[config.mk]
export PLATFORM = sky130hd
export DESIGN_NAME = coor_trans_inverse_scan_flat
export DESIGN_NICKNAME = d
export VERILOG_FILES = /design/src/rtl/coor_trans_inverse_scan_pkg.sv /design/src/rtl/coor_trans_inverse_scan_if.sv /design/src/rtl/coor_trans_inverse_scan_rot_acc.sv /design/src/rtl/coor_trans_inverse_scan.sv /design/src/flat_wrapper.sv
export SDC_FILE = /design/constraint.sdc
export NUM_CORES = 1
export LEC_CHECK = 0
export CELL_PAD_IN_SITES_DETAIL_PLACEMENT = 0
export CELL_PAD_IN_SITES_GLOBAL_PLACEMENT = 1
export CORE_MARGIN = 2
export CORE_UTILIZATION = 30
export CTS_CLUSTER_DIAMETER = 40
export DETAILED_ROUTE_END_ITERATION = 10
export GPL_TIMING_DRIVEN = 0
export PLACE_DENSITY = 0.55
export SLEW_MARGIN = 20
export SYNTH_ARGS = -nofsm -noshare
export SYNTH_HDL_FRONTEND = slang
export SYNTH_SLANG_ARGS = --single-unit
[constraint.sdc]
create_clock -name clk -period 8.7 [get_ports clk]
set_input_delay 2.175 -clock clk [delete_from_list [all_inputs] [get_ports clk]]
set_output_delay 2.175 -clock clk [all_outputs]
set_load 0.05 [all_outputs]
[src/rtl/coor_trans_inverse_scan_pkg.sv]
// -----------------------------------------------------------------------------
// coor_trans_pkg
//
// Shared definitions for the inverse-mapping rotation scan:
//   - state_e   : scan FSM states
//   - FRAC_BITS : fractional bits of the sin/cos values (Q1.8)
//   - ACC_W     : width of the signed source-coordinate accumulators
//   - TRIG_W    : width of the signed sin/cos inputs
//   - COORD_W   : width of the unsigned destination counters
//   - sext_trig : sign-extends a sin/cos value to accumulator width
// -----------------------------------------------------------------------------
package coor_trans_pkg;

    localparam int FRAC_BITS = 8;
    localparam int ACC_W     = 32;
    localparam int TRIG_W    = 10;
    localparam int COORD_W   = 16;

    typedef enum logic [1:0] {
        IDLE     = 2'd0,
        ROW_INIT = 2'd1,
        SCAN     = 2'd2,
        DONE     = 2'd3
    } state_e;

    function automatic logic signed [ACC_W-1:0] sext_trig(input logic signed [TRIG_W-1:0] v);
        return {{(ACC_W-TRIG_W){v[TRIG_W-1]}}, v};
    endfunction

endpackage

[src/rtl/coor_trans_inverse_scan_if.sv]
// -----------------------------------------------------------------------------
// coor_trans_inverse_scan_if
//
// Valid/ready coordinate stream from the inverse scan to a frame-buffer reader.
//   out_valid / out_ready : beat handshake
//   dst_x / dst_y         : destination pixel (unsigned)
//   src_x / src_y         : source pixel, signed integer (floor)
//   in_range              : source pixel lies inside the frame
//   sof / eol / eof       : first of frame / last of row / last of frame
// master = coordinate generator, slave = consumer.
// -----------------------------------------------------------------------------
interface coor_trans_inverse_scan_if;
    import coor_trans_pkg::*;

    logic                      out_valid;
    logic                      out_ready;
    logic [COORD_W-1:0]        dst_x;
    logic [COORD_W-1:0]        dst_y;
    logic signed [ACC_W-1:0]   src_x;
    logic signed [ACC_W-1:0]   src_y;
    logic                      in_range;
    logic                      sof;
    logic                      eol;
    logic                      eof;

    modport master (
        output out_valid, dst_x, dst_y, src_x, src_y, in_range, sof, eol, eof,
        input  out_ready
    );

    modport slave (
        input  out_valid, dst_x, dst_y, src_x, src_y, in_range, sof, eol, eof,
        output out_ready
    );

endinterface

[src/rtl/coor_trans_inverse_scan_rot_acc.sv]
// -----------------------------------------------------------------------------
// coor_rot_acc
//
// Holds the two Q.8 source accumulators of the inverse rotation and turns them
// into integer source coordinates.
//   clk, rst         : clock, synchronous active-high reset
//   load             : reload both accumulators for column 0 of row yc
//   step             : advance both accumulators by one destination column
//   yc               : destination row relative to the image centre
//   sin_lat, cos_lat : latched sin/cos for the frame (Q1.8)
//   src_x, src_y     : floor source coordinates (offset back to image origin)
//   in_range         : source coordinate lies inside the frame
//
// Both axes share one form: acc = xc*k_xc + yc*k_yc, with
//   x axis: k_xc =  cos, k_yc = sin
//   y axis: k_xc = -sin, k_yc = cos
// so a load uses xc = -W/2 and each column step adds k_xc. The step is an exact
// integer add of the same term the multiply would produce, so there is no drift.
// -----------------------------------------------------------------------------
module coor_rot_acc
    import coor_trans_pkg::*;
#(
    parameter int IMAGE_W = 1024,
    parameter int IMAGE_H = 768
) (
    input  logic                      clk,
    input  logic                      rst,
    input  logic                      load,
    input  logic                      step,
    input  logic signed [ACC_W-1:0]   yc,
    input  logic signed [TRIG_W-1:0]  sin_lat,
    input  logic signed [TRIG_W-1:0]  cos_lat,
    output logic signed [ACC_W-1:0]   src_x,
    output logic signed [ACC_W-1:0]   src_y,
    output logic                      in_range
);

    localparam logic signed [ACC_W-1:0] NEG_HALF_W = -(IMAGE_W / 2);

    logic signed [ACC_W-1:0] sin_ext;
    logic signed [ACC_W-1:0] cos_ext;
    logic signed [ACC_W-1:0] src_axis [2];
    logic [1:0]              axis_ok;

    assign sin_ext = sext_trig(sin_lat);
    assign cos_ext = sext_trig(cos_lat);

    genvar gi;
    generate
        for (gi = 0; gi < 2; gi++) begin : g_axis
            localparam int HALF = (gi == 0) ? (IMAGE_W / 2) : (IMAGE_H / 2);
            localparam int DIM  = (gi == 0) ? IMAGE_W : IMAGE_H;
            localparam logic signed [ACC_W-1:0] HALF_S = HALF;
            localparam logic signed [ACC_W-1:0] DIM_S  = DIM;

            logic signed [ACC_W-1:0] k_xc;
            logic signed [ACC_W-1:0] k_yc;
            logic signed [ACC_W-1:0] acc_reg;
            logic signed [ACC_W-1:0] acc_next;
            logic signed [ACC_W-1:0] src;

            if (gi == 0) begin : g_x
                assign k_xc = cos_ext;
                assign k_yc = sin_ext;
            end else begin : g_y
                assign k_xc = -sin_ext;
                assign k_yc = cos_ext;
            end

            always_comb begin
                acc_next = acc_reg;
                if (load) begin
                    acc_next = NEG_HALF_W * k_xc + yc * k_yc;
                end else if (step) begin
                    acc_next = acc_reg + k_xc;
                end
            end

            always_ff @(posedge clk) begin
                if (rst) begin
                    acc_reg <= '0;
                end else begin
                    acc_reg <= acc_next;
                end
            end

            // Arithmetic shift floors toward -inf, matching the integer pixel grid.
            assign src           = (acc_reg >>> FRAC_BITS) + HALF_S;
            assign src_axis[gi]  = src;
            assign axis_ok[gi]   = !src[ACC_W-1] && (src < DIM_S);
        end
    endgenerate

    assign src_x    = src_axis[0];
    assign src_y    = src_axis[1];
    assign in_range = &axis_ok;

endmodule

[src/rtl/coor_trans_inverse_scan.sv]
// -----------------------------------------------------------------------------
// coor_trans_inverse_scan
//
// Inverse-mapping address generator for image rotation. Walks every destination
// pixel in raster order and emits the source pixel that rotates onto it using
// R(-theta) about the image centre.
//   clk, rst             : clock, synchronous active-high reset
//   start                : one-cycle frame start, ignored while busy
//   sin_value, cos_value : Q1.8 signed sin/cos, latched on an accepted start
//   busy                 : frame in progress (ROW_INIT, SCAN, DONE)
//   done                 : one-cycle pulse after the final beat is accepted
//   bus                  : coordinate stream (master side)
//
// Each row spends one ROW_INIT cycle reloading the accumulators by multiply,
// then W SCAN beats that step the accumulators on every handshake. Counters and
// accumulators only move on a handshake, so outputs hold while stalled.
// -----------------------------------------------------------------------------
module coor_trans_inverse_scan
    import coor_trans_pkg::*;
#(
    parameter int IMAGE_W = 1024,
    parameter int IMAGE_H = 768
) (
    input  logic                      clk,
    input  logic                      rst,
    input  logic                      start,
    input  logic signed [TRIG_W-1:0]  sin_value,
    input  logic signed [TRIG_W-1:0]  cos_value,
    output logic                      busy,
    output logic                      done,
    coor_trans_inverse_scan_if.master bus
);

    localparam logic [COORD_W-1:0]      LAST_X = COORD_W'(IMAGE_W - 1);
    localparam logic [COORD_W-1:0]      LAST_Y = COORD_W'(IMAGE_H - 1);
    localparam logic signed [ACC_W-1:0] HALF_H = IMAGE_H / 2;

    state_e                     state_reg, state_next;
    logic [COORD_W-1:0]         dst_x_reg, dst_x_next;
    logic [COORD_W-1:0]         dst_y_reg, dst_y_next;
    logic signed [TRIG_W-1:0]   sin_reg, sin_next;
    logic signed [TRIG_W-1:0]   cos_reg, cos_next;

    logic                       out_valid;
    logic                       handshake;
    logic                       acc_load;
    logic                       acc_step;
    logic signed [ACC_W-1:0]    yc;
    logic signed [ACC_W-1:0]    src_x_raw;
    logic signed [ACC_W-1:0]    src_y_raw;
    logic                       in_range_raw;

    assign out_valid = (state_reg == SCAN);
    assign handshake = out_valid && bus.out_ready;
    assign busy      = (state_reg != IDLE);
    assign done      = (state_reg == DONE);

    assign yc = $signed({{(ACC_W-COORD_W){1'b0}}, dst_y_reg}) - HALF_H;

    always_comb begin
        state_next = state_reg;
        dst_x_next = dst_x_reg;
        dst_y_next = dst_y_reg;
        sin_next   = sin_reg;
        cos_next   = cos_reg;
        acc_load   = 1'b0;
        acc_step   = 1'b0;
        case (state_reg)
            IDLE: begin
                if (start) begin
                    sin_next   = sin_value;
                    cos_next   = cos_value;
                    dst_y_next = '0;
                    state_next = ROW_INIT;
                end
            end
            ROW_INIT: begin
                // dst_y is already the new row, so yc feeds the reload directly.
                dst_x_next = '0;
                acc_load   = 1'b1;
                state_next = SCAN;
            end
            SCAN: begin
                if (handshake) begin
                    if (dst_x_reg < LAST_X) begin
                        dst_x_next = dst_x_reg + 1'b1;
                        acc_step   = 1'b1;
                    end else if (dst_y_reg < LAST_Y) begin
                        dst_y_next = dst_y_reg + 1'b1;
                        state_next = ROW_INIT;
                    end else begin
                        state_next = DONE;
                    end
                end
            end
            DONE: begin
                state_next = IDLE;
            end
            default: begin
                state_next = IDLE;
            end
        endcase
    end

    always_ff @(posedge clk) begin
        if (rst) begin
            state_reg <= IDLE;
            dst_x_reg <= '0;
            dst_y_reg <= '0;
            sin_reg   <= '0;
            cos_reg   <= '0;
        end else begin
            state_reg <= state_next;
            dst_x_reg <= dst_x_next;
            dst_y_reg <= dst_y_next;
            sin_reg   <= sin_next;
            cos_reg   <= cos_next;
        end
    end

    coor_rot_acc #(
        .IMAGE_W (IMAGE_W),
        .IMAGE_H (IMAGE_H)
    ) u_rot_acc (
        .clk      (clk),
        .rst      (rst),
        .load     (acc_load),
        .step     (acc_step),
        .yc       (yc),
        .sin_lat  (sin_reg),
        .cos_lat  (cos_reg),
        .src_x    (src_x_raw),
        .src_y    (src_y_raw),
        .in_range (in_range_raw)
    );

    // Source fields read as zero outside SCAN so idle/reset state is all-zero.
    assign bus.out_valid = out_valid;
    assign bus.dst_x     = dst_x_reg;
    assign bus.dst_y     = dst_y_reg;
    assign bus.src_x     = out_valid ? src_x_raw : '0;
    assign bus.src_y     = out_valid ? src_y_raw : '0;
    assign bus.in_range  = out_valid && in_range_raw;
    assign bus.sof       = out_valid && (dst_x_reg == '0) && (dst_y_reg == '0);
    assign bus.eol       = out_valid && (dst_x_reg == LAST_X);
    assign bus.eof       = out_valid && (dst_x_reg == LAST_X) && (dst_y_reg == LAST_Y);

endmodule

[src/flat_wrapper.sv]
// flat-port wrapper written by rule: the top's interface ports become plain ports
module coor_trans_inverse_scan_flat import coor_trans_pkg::*;
#(
    parameter int IMAGE_W = 1024,
    parameter int IMAGE_H = 768
)
  (clk, rst, start, sin_value, cos_value, busy, done, bus_out_valid, bus_dst_x, bus_dst_y, bus_src_x, bus_src_y, bus_in_range, bus_sof, bus_eol, bus_eof, bus_out_ready);
  coor_trans_inverse_scan_if bus_i ();
  input  logic clk;
  input  logic rst;
  input  logic start;
  input  logic signed [TRIG_W-1:0] sin_value;
  input  logic signed [TRIG_W-1:0] cos_value;
  output logic busy;
  output logic done;
  output wire logic [$bits(bus_i.out_valid)-1:0] bus_out_valid;
  output wire logic [$bits(bus_i.dst_x)-1:0] bus_dst_x;
  output wire logic [$bits(bus_i.dst_y)-1:0] bus_dst_y;
  output wire logic [$bits(bus_i.src_x)-1:0] bus_src_x;
  output wire logic [$bits(bus_i.src_y)-1:0] bus_src_y;
  output wire logic [$bits(bus_i.in_range)-1:0] bus_in_range;
  output wire logic [$bits(bus_i.sof)-1:0] bus_sof;
  output wire logic [$bits(bus_i.eol)-1:0] bus_eol;
  output wire logic [$bits(bus_i.eof)-1:0] bus_eof;
  input wire logic [$bits(bus_i.out_ready)-1:0] bus_out_ready;
  assign bus_out_valid = bus_i.out_valid;
  assign bus_dst_x = bus_i.dst_x;
  assign bus_dst_y = bus_i.dst_y;
  assign bus_src_x = bus_i.src_x;
  assign bus_src_y = bus_i.src_y;
  assign bus_in_range = bus_i.in_range;
  assign bus_sof = bus_i.sof;
  assign bus_eol = bus_i.eol;
  assign bus_eof = bus_i.eof;
  assign bus_i.out_ready = bus_out_ready;
  coor_trans_inverse_scan #(.IMAGE_W(IMAGE_W), .IMAGE_H(IMAGE_H)) u_core (.clk(clk), .rst(rst), .start(start), .sin_value(sin_value), .cos_value(cos_value), .busy(busy), .done(done), .bus(bus_i));
endmodule
==> impl_metrics.yaml, run 1 <==
# flow metrics
status:
  status: "completed"
worst_setup_path:
  endpoint_kind: "flip-flop"
  crit_path_start: "u_core.bus.dst_y[0]"
  reg2reg_from: "u_core.bus.dst_y[0]"
flow_run:
  maxCapViolCount: 0
clock_tree:
  path_clk_slew_ns: 0.07
  cts_buffer_depth: 2
  cts.sinks: 118
timing:
  hold_viol: 0
  period_needed_ns: 8.34
synthesis:
  synth_flop_count: 118
  netlist_instances: 3057
  synth.avg_cell_area_um2: 8.03
layout:
  syn_to_final_growth_pct: 16.0
  diodes: 0
  fill_cells: 8565
detailed_routing:
  drc: 0
  wirelength_mm: 93.9
floorplanning:
  die_y_um: 290
==> run 1: worst max-delay path: cells and delay by family (launching register included) <==
family	cells	cell delay (ns)
buf+inv	3	0.67
fa+ha+maj	7	3.21
flops	1	0.37
compound gates	11	2.67
mux	1	0.27
simple gates	6	1.05
==> run 1: metrics by stage <==
stage	setup slack, ns	std cells	setup TNS, ns	hold slack (ns)
4_1_cts	-0.0312	4277	-0.0312	0.464
5_1_grt	-0.0198	4283	-0.0224	0.493
3_3_place_gp	-2.05	4243	-25.28	0.448
6_report	0.364	4283	0	0.463
3_5_place_dp	-2.00	4244	-21.35	0.455
2_1_floorplan	0.372	3057	0	0.441
==> run 1: metal layers <==
metal | wire length [um] | track usage, % | up-vias
li1 | - | - | 10400
met1 | 42200 | 29.8 | 11200
met2 | 44500 | 37.9 | 621
met3 | 5250 | 3.35 | 91
met4 | 1970 | 5.09 | 0
met5 | 0 | 0 | -
==> run 1: logic make-up (layout without fill, tap and decap cells) <==
group | after synthesis | in the layout | synth area share [%]
and+or+nand+nor | 1012 | 1012 | 20.2
AOI/OAI and AO/OA | 573 | 573 | 15.5
buffers and inverters | 566 | 732 | 8.98
adders and majority gates | 546 | 546 | 36.8
xor gates and xnor gates | 232 | 232 | 8.42
DFF | 118 | 118 | 9.62
muxes | 10 | 10 | 0.423
==> run 1: final timing paths <==
kind / to / slack [ns] / depth (start not counted)
setup / recovery: u_core.u_rot_acc.g_axis[1].acc_reg[31] / 0.36 / 28
setup reg to reg: u_core.u_rot_acc.g_axis[1].acc_reg[31] / 0.36 / 28
hold / removal: u_core.u_rot_acc.g_axis[0].acc_reg[3] / 0.46 / 2
hold reg to reg: u_core.u_rot_acc.g_axis[0].acc_reg[3] / 0.46 / 2
==> run 1: timing repair <==
action | CTS | global route
cloned | 0 | 0
setup endpoints to repair | 26 | 17
resized | 73 | 140
buffers inserted | 6 | 11
hold endpoints to repair | 0 | 0
pin swaps | 6 | 18
==> run 1: final cells by class <==
cell class	count	area, um^2	area share [%]
Sequential cell	118	2380	8.35
Timing Repair Buffer	144	1410	4.97
Clock inverter	15	218	0.765
Tap cell	1060	1330	4.66
Buffer	155	805	2.83
Clock buffer	17	425	1.49
Multi-Input combinational cell	2373	20400	71.6
Inverter	401	1510	5.30
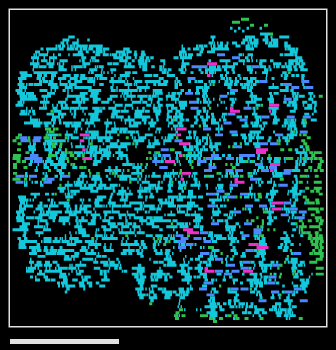
(run_1/placement_by_type.png)
The bar under the picture is 100 um long.
| class | colour | cells | share of their area |
|---|---|---|---|
| clock drivers and dummy loads | magenta | 32 | 2.4% |
| flops | blue | 118 | 8.8% |
| combinational and other logic | cyan | 2774 | 81% |
| other buffers and delay cells | green | 299 | 8.2% |

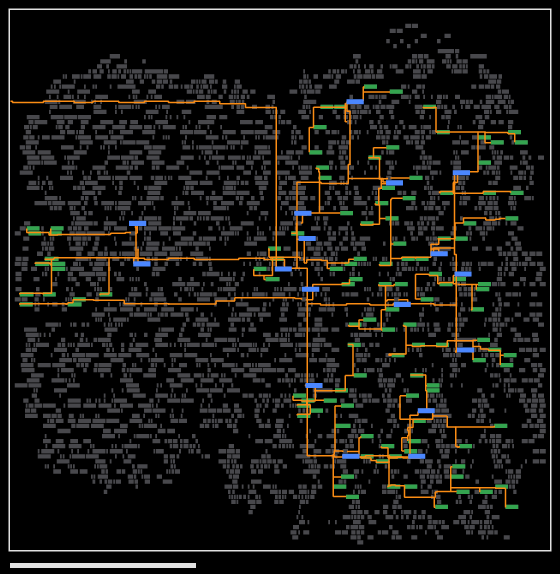
(run_1/clk_routes.png)
The bar under the picture is 100 um long.
[flip-flops] green | count: 118
[clock drivers] blue | count: 17
[clock wires] orange | length: 2730 um
routed clock nets: 18

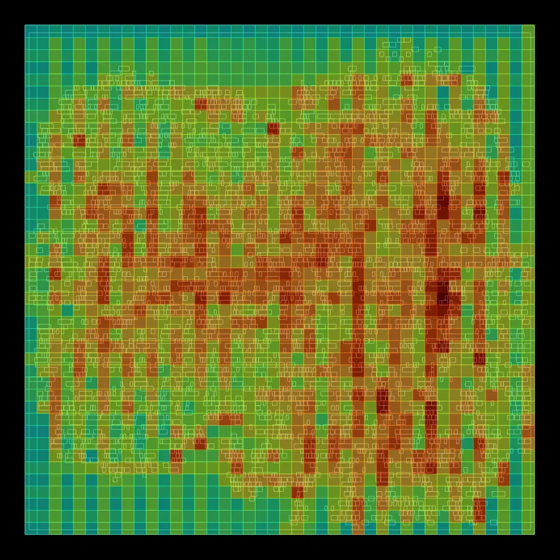
(run_1/congestion.png)
Top Usage Layer GRT: met2
GR Layer Usage met3: 3.35%

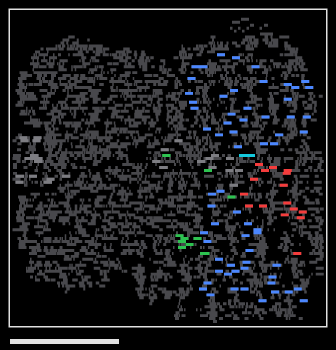
(run_1/flops_by_reg.png)
The bar under the picture is 100 um long. Other sequential cells in the stronger grey, the rest of the logic in the fainter grey.
| netlist name | colour | sequential cells |
|---|---|---|
| u_core.state_reg | cyan | 2 |
| u_core.bus.dst_x | red | 16 |
| u_core.cos_reg | green | 10 |
| u_core.u_rot_acc.g_axis.acc_reg | blue | 64 |
not coloured: 26

==> run 2, diff against run 1 <==
--- a/config.mk
+++ b/config.mk
@@ -8,11 +8,12 @@
 export CELL_PAD_IN_SITES_DETAIL_PLACEMENT = 0
 export CELL_PAD_IN_SITES_GLOBAL_PLACEMENT = 1
 export CORE_MARGIN = 2
-export CORE_UTILIZATION = 30
+export CORE_UTILIZATION = 43
 export CTS_CLUSTER_DIAMETER = 40
 export DETAILED_ROUTE_END_ITERATION = 10
 export GPL_TIMING_DRIVEN = 0
-export PLACE_DENSITY = 0.55
+export HOLD_SLACK_MARGIN = 0.08
+export PLACE_DENSITY = 0.75
 export SLEW_MARGIN = 20
 export SYNTH_ARGS = -nofsm -noshare
 export SYNTH_HDL_FRONTEND = slang
==> run 2 against run 1 <==
Final cell count shrank 7.0%. Clock skew down 0.014 ns. Non-clock buffer count rose by 2. Synthesized area stayed put. Final area decreased by 1.5%. Core utilization up 15 points. Critical endpoint unchanged. First-iteration DRC count rose by 14%.
==> impl_metrics.yaml, run 2 <==
# flow metrics
clock_tree:
  cts_buffer_depth: 2
  path_clk_slew_ns: 0.06
  cts.sinks: 118
  cts-root-buf: "clkbuf_16"
synthesis:
  syn_area_mm2: 0.0245
  synth.avg_cell_area_um2: 8.03
  synth_flop_count: 118
  largest_area_cell: "fa_1"
  top_cells_by_area: "fa_1 24%, ha_1 13%, dfxtp_1 9.6%"
  netlist_instances: 3057
layout:
  syn_to_final_growth_pct: 14.3
  stdcell_count: 3982
  drive_gt1_share_pct: 6.95
flow_run:
  maxCapViolCount: 0
worst_setup_path:
  cp_data_arrival_time_ns: 8.68
  crit_buf_inv: 6
  critical_path_required_ns: 8.98
  critPathTopFamily: "adder cells"
  critPathSlowestCell: "fa_1"
  endpoint_kind: "flip-flop"
  cpPeakStageDelay_ns: 0.55
timing:
  finalClockSkew_ns: 0.0113
  setup_tns_ns: 0
  setup_slack_ns: 0.298
  period_needed_ns: 8.40
  hold_viol: 0
  fmax_mhz: 119
  fin_hold_ws_ns: 0.465
detailed_routing:
  drc: 0
  wl_per_cell_um: 21.7
  viasPerCell: 5.62
  wirelength_mm: 86.5
floorplanning:
  core_area_mm2: 0.0564
  die_y_um: 243
  rows: 87
worst_hold_path:
  hold_class: "flip-flop to flip-flop"
placed_design:
  port_buffers: 126
  dpl.cell_count: 3940
  dp_slack_ns: -1.84
global_route:
  grt_pass1_wl_mm: 133
status:
  status: "completed"
-- run 2: cell counts after synthesis --
No cell type changed its count.
-- run 2: through the flow --
step / utilization, % / instance area [um^2]
after floorplan: - / 24500
after global placement: 47.4 / 26800
after detailed placement: 47.5 / 26800
after CTS: 49.0 / 27600
after global routing: 49.7 / 28100
final: 49.8 / 28100
-- run 2: area by class of cell --
class	instances	area (um^2)
fillers	5593	28300
multi-input cells	2374	20400
flip-flops and latches	118	2370
inverters	401	1510
repair buffers	149	1440
well taps	756	946
plain buffers	152	754
clock buffers	22	474
clock inverters	9	125
diodes	1	2.50
-- run 2: metal layers --
metal | track usage, % | wire length [um]
met4 | 12.4 | 3900
met2 | 49.8 | 41200
met3 | 4.09 | 4910
met5 | 0 | 12
met1 | 37.5 | 36500
-- run 2: final timing paths --
path,slack [ns],endpoint,from,cells after the start
worst max-delay path,0.30,u_core.u_rot_acc.g_axis[1].acc_reg[31],u_core.bus.dst_y[7],32
worst min-delay path,0.47,u_core.u_rot_acc.g_axis[1].acc_reg[4],u_core.u_rot_acc.g_axis[1].acc_reg[4],2
worst max register to register,0.30,u_core.u_rot_acc.g_axis[1].acc_reg[31],u_core.bus.dst_y[7],32
worst min register to register,0.47,u_core.u_rot_acc.g_axis[1].acc_reg[4],u_core.u_rot_acc.g_axis[1].acc_reg[4],2
-- run 2: timing repair --
item / 4_1_cts / 5_1_grt
hold endpoints to repair: 0 / 0
setup buffers: 7 / 14
hold buffers: 0 / 0
pin swaps: 3 / 10
setup endpoints to repair: 25 / 16
gates cloned: 0 / 2
gates resized: 59 / 129
-- run 2: logic make-up (layout without fill, tap and decap cells) --
group | count (synthesis) | in the layout | synth area share (%)
buffers and inverters | 566 | 733 | 8.98
and+or+nand+nor | 1012 | 1012 | 20.2
xor gates and xnor gates | 232 | 233 | 8.42
muxes | 10 | 10 | 0.423
DFF | 118 | 118 | 9.62
AOI/OAI and AO/OA | 573 | 573 | 15.5
adders and majority gates | 546 | 546 | 36.8
other | 0 | 1 | 0
-- run 2: worst reg2reg max path: cells and delay by family (launching register included) --
| family | cells | cell delay, ns |
|---|---|---|
| DFF | 1 | 0.35 |
| and+or+nand+nor | 3 | 0.25 |
| buffers and inverters | 6 | 0.76 |
| adders and majority gates | 7 | 3.12 |
| AOI/OAI and AO/OA | 13 | 2.93 |
| muxes | 1 | 0.11 |
| xor gates and xnor gates | 2 | 0.69 |
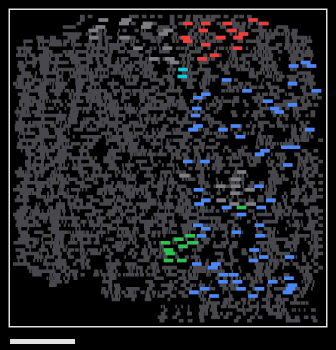
(run_2/flops_by_reg.png)
The bar under the picture is 50 um long. Other sequential cells in the stronger grey, the rest of the logic in the fainter grey.
| netlist name | colour | sequential cells |
|---|---|---|
| u_core.state_reg | cyan | 2 |
| u_core.cos_reg | green | 10 |
| u_core.bus.dst_x | red | 16 |
| u_core.u_rot_acc.g_axis.acc_reg | blue | 64 |
not coloured: 26

